==> src/rtl/instruction_fetch_stage.sv <==
// ----------------------------------------------------------------------------
// instruction_fetch_stage
//
// Fetch stage feeding the opcode decoder / control unit. It owns the PC,
// issues word-aligned requests to instruction memory, and holds the IF/ID
// pipeline register. A one-entry capture buffer absorbs a response that
// arrives while ID is stalled. Branch/jump redirects flush IF/ID and discard
// any response that belongs to the abandoned path.
//
// Handshake: IMemReq is a request-valid that is never withdrawn, and IMemAddr
// is held stable until it is acknowledged. IMemReady acts as the response
// strobe. A transfer completes on a rising edge where IMemReq=1 and
// IMemReady=1, and IMemData is sampled on that same edge.
//
// Ports
//   clk         in   clock, rising edge
//   reset       in   asynchronous active-low reset
//   Stall       in   ID busy: IF/ID holds
//   Redirect    in   branch taken / jump resolved in ID
//   RedirectPC  in   redirect target (bits [1:0] ignored)
//   IMemReq     out  instruction memory request
//   IMemAddr    out  request address, word aligned
//   IMemReady   in   response valid this cycle
//   IMemData    in   instruction word, valid with IMemReady
//   Instruction out  IF/ID instruction, 0 when not valid
//   PCPlus4     out  IF/ID instruction address + 4
//   Valid       out  IF/ID holds a real instruction
//   OP          out  Instruction[31:26] for the control unit
//   DbgState    out  current fetch FSM state (debug observation)
// ----------------------------------------------------------------------------
module instruction_fetch_stage #(
    parameter int unsigned           DATA_WIDTH = 32,
    parameter logic [DATA_WIDTH-1:0] RESET_PC   = 32'h0040_0000
) (
    input  logic                  clk,
    input  logic                  reset,
    input  logic                  Stall,
    input  logic                  Redirect,
    input  logic [DATA_WIDTH-1:0] RedirectPC,
    output logic                  IMemReq,
    output logic [DATA_WIDTH-1:0] IMemAddr,
    input  logic                  IMemReady,
    input  logic [DATA_WIDTH-1:0] IMemData,
    output logic [DATA_WIDTH-1:0] Instruction,
    output logic [DATA_WIDTH-1:0] PCPlus4,
    output logic                  Valid,
    output logic [5:0]            OP,
    output logic [1:0]            DbgState
);

    // IDLE : first cycle after reset, no request yet
    // REQ  : request for the current PC outstanding
    // FULL : capture buffer occupied, no request
    // DRAIN: a request for an abandoned path is still outstanding
    typedef enum logic [1:0] {
        S_IDLE  = 2'd0,
        S_REQ   = 2'd1,
        S_FULL  = 2'd2,
        S_DRAIN = 2'd3
    } state_t;

    state_t                state_q, state_d;
    logic [DATA_WIDTH-1:0] pc_q, pc_d;
    logic [DATA_WIDTH-1:0] addr_q, addr_d;
    logic                  req_q, req_d;
    logic [DATA_WIDTH-1:0] instr_q, instr_d;
    logic [DATA_WIDTH-1:0] pcp4_q, pcp4_d;
    logic                  valid_q, valid_d;
    logic [DATA_WIDTH-1:0] buf_instr_q, buf_instr_d;
    logic [DATA_WIDTH-1:0] buf_pcp4_q, buf_pcp4_d;

    logic [DATA_WIDTH-1:0] target;
    logic [DATA_WIDTH-1:0] pc_plus4;
    logic                  accept;

    assign target   = {RedirectPC[DATA_WIDTH-1:2], 2'b00};
    assign pc_plus4 = pc_q + DATA_WIDTH'(4);
    assign accept   = req_q & IMemReady;

    always_comb begin
        state_d     = state_q;
        pc_d        = pc_q;
        addr_d      = addr_q;
        req_d       = req_q;
        instr_d     = instr_q;
        pcp4_d      = pcp4_q;
        valid_d     = valid_q;
        buf_instr_d = buf_instr_q;
        buf_pcp4_d  = buf_pcp4_q;

        // Without a stall IF/ID defaults to a bubble; a delivered
        // instruction below overrides it.
        if (!Stall) begin
            instr_d = '0;
            pcp4_d  = '0;
            valid_d = 1'b0;
        end

        case (state_q)
            S_IDLE: begin
                state_d = S_REQ;
                req_d   = 1'b1;
                if (Redirect) begin
                    pc_d   = target;
                    addr_d = target;
                end else begin
                    addr_d = pc_q;
                end
            end

            S_REQ: begin
                if (accept) begin
                    if (Redirect) begin
                        // Response belongs to the wrong path: drop it and
                        // start the target fetch right away.
                        pc_d   = target;
                        addr_d = target;
                    end else if (Stall) begin
                        buf_instr_d = IMemData;
                        buf_pcp4_d  = pc_plus4;
                        pc_d        = pc_plus4;
                        addr_d      = pc_plus4;
                        req_d       = 1'b0;
                        state_d     = S_FULL;
                    end else begin
                        instr_d = IMemData;
                        pcp4_d  = pc_plus4;
                        valid_d = 1'b1;
                        pc_d    = pc_plus4;
                        addr_d  = pc_plus4;
                    end
                end else if (Redirect) begin
                    // Request cannot be withdrawn; keep the address and
                    // wait for its response to throw it away.
                    pc_d    = target;
                    state_d = S_DRAIN;
                end
            end

            S_FULL: begin
                if (Redirect) begin
                    buf_instr_d = '0;
                    buf_pcp4_d  = '0;
                    pc_d        = target;
                    addr_d      = target;
                    req_d       = 1'b1;
                    state_d     = S_REQ;
                end else if (!Stall) begin
                    instr_d     = buf_instr_q;
                    pcp4_d      = buf_pcp4_q;
                    valid_d     = 1'b1;
                    buf_instr_d = '0;
                    buf_pcp4_d  = '0;
                    addr_d      = pc_q;
                    req_d       = 1'b1;
                    state_d     = S_REQ;
                end
            end

            S_DRAIN: begin
                if (Redirect) begin
                    pc_d = target;
                end
                if (IMemReady) begin
                    // The latest redirect target wins, even one arriving
                    // on the same edge as the stale response.
                    addr_d  = Redirect ? target : pc_q;
                    state_d = S_REQ;
                end
            end

            default: begin
                state_d = S_IDLE;
                req_d   = 1'b0;
            end
        endcase

        // Redirect flushes IF/ID regardless of Stall.
        if (Redirect) begin
            instr_d = '0;
            pcp4_d  = '0;
            valid_d = 1'b0;
        end
    end

    always_ff @(posedge clk or negedge reset) begin
        if (!reset) begin
            state_q     <= S_IDLE;
            pc_q        <= RESET_PC;
            addr_q      <= RESET_PC;
            req_q       <= 1'b0;
            instr_q     <= '0;
            pcp4_q      <= '0;
            valid_q     <= 1'b0;
            buf_instr_q <= '0;
            buf_pcp4_q  <= '0;
        end else begin
            state_q     <= state_d;
            pc_q        <= pc_d;
            addr_q      <= addr_d;
            req_q       <= req_d;
            instr_q     <= instr_d;
            pcp4_q      <= pcp4_d;
            valid_q     <= valid_d;
            buf_instr_q <= buf_instr_d;
            buf_pcp4_q  <= buf_pcp4_d;
        end
    end

    assign IMemReq     = req_q;
    assign IMemAddr    = addr_q;
    assign Instruction = instr_q;
    assign PCPlus4     = pcp4_q;
    assign Valid       = valid_q;
    assign OP          = instr_q[DATA_WIDTH-1 -: 6];
    assign DbgState    = state_q;

endmodule
==> config.mk <==
export PLATFORM = sky130hd
export DESIGN_NAME = instruction_fetch_stage
export DESIGN_NICKNAME = d
export VERILOG_FILES = /design/src/rtl/instruction_fetch_stage.sv
export SDC_FILE = /design/constraint.sdc
export NUM_CORES = 1
export LEC_CHECK = 0
export CELL_PAD_IN_SITES_DETAIL_PLACEMENT = 0
export CELL_PAD_IN_SITES_GLOBAL_PLACEMENT = 1
export CORE_UTILIZATION = 45
export DETAILED_ROUTE_END_ITERATION = 6
export PLACE_DENSITY_LB_ADDON = 0.1
export SLEW_MARGIN = 5
export SYNTH_ARGS = -nofsm -noshare
export SYNTH_HDL_FRONTEND = slang
export SYNTH_SLANG_ARGS = --single-unit
==> constraint.sdc <==
create_clock -name clk -period 4.3 [get_ports clk]
set_clock_uncertainty 0.15 [all_clocks]
set_input_delay 0.43 -clock clk [delete_from_list [all_inputs] [get_ports clk]]
set_output_delay 0.43 -clock clk [all_outputs]
set_load 0.02 [all_outputs]
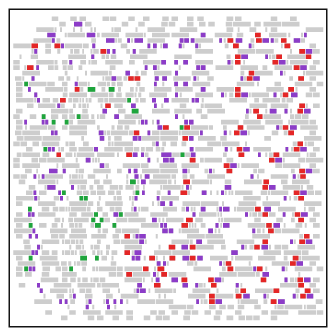
Figure 1: logic cells by family.
Drawn at 2 px/µm.
green -> and/or cells  # cells 30
red -> non-inverting ao/oa cells  # cells 103
purple -> aoi and oai cells  # cells 241, where spread over the die
fraction of area in multi-input gates: 41.2%
Commonest Layout Cell: dfrtp_1
non-filler instance count after layout: 1576

==> results.cfg <==
; generated from flow reports
[outcome]
run_status = complete, no violations

[pwr]
pwr.group.sequential_uw = 2850
power.internal_uw = 4660
reported_clock_group_power_uw = 1540
ir_worst_vdd_v = 0.000442
maxPowerGroup = combinational cells

[critical_path]
first_element_of_the_critical_path = pc_q[2]
rrSetupSlack_ns = 1.17
ff2ff_path_depth = 6
crit_path_max_fanout = 17
critical_path.reg2reg.endpoint = IMemAddr[30]

[floorplan]
die_h_um = 158

[layout]
fraction_of_final_layout_cells_with_drive_strength_greater_than_1_pct = 8.75

[final_timing]
fin_ws_ns = 1.17
rsz0062_at_grt = false
final_max_slew_viol_count = 0
setup-tns-final_ns = 0
clock_period_minus_final_worst_setup_slack_ns = 3.13
worst_case_hold_slack_ns = 0.259

[cts]
number_of_buffers_inserted_by_post_cts_setup_repair = 0
clockRootBuffer = clkbuf_16
holdBufCountCts = 1
clk-insertion-delay-late_ns = 0.44
cts.sinks = 196

[route]
drc = 0
initialDrtViolationCount = 764

[flow_run]
max_cap_violations = 0

[yosys]
netlist_instances = 1158
yosys_chip_area_um2 = 11000
top_cells_by_count = dfrtp_1, nand2_1, o21ai_0
ys_sh_adder_pct = 0.571
yosys.area_share.aoi_pct = 23.1

[min_path]
min_delay_worst_endpoint = Instruction[4]

[global_route]
vias_in_the_first_global_route = 8873
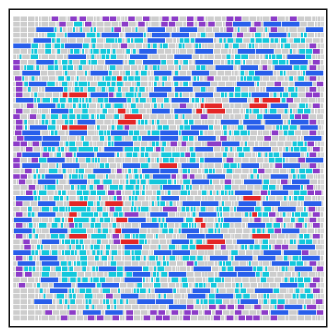
Figure 2: placed cells, one colour a class.
Drawn at 2 px/µm. Fill, decap, tap and diode cells in grey.
blue -> registers  # cells 196
cyan -> remaining logic cells  # cells 840
purple -> remaining buffers and delay cells  # cells 190
red -> clock drivers and dummy loads  # cells 31
end-of-flow core utilization: 56.1%
core box area: 23700 µm²
register share of the cell area: 36.9%
Layout Cell Area excl Fill: 13300 µm²
floorplan row count: 56

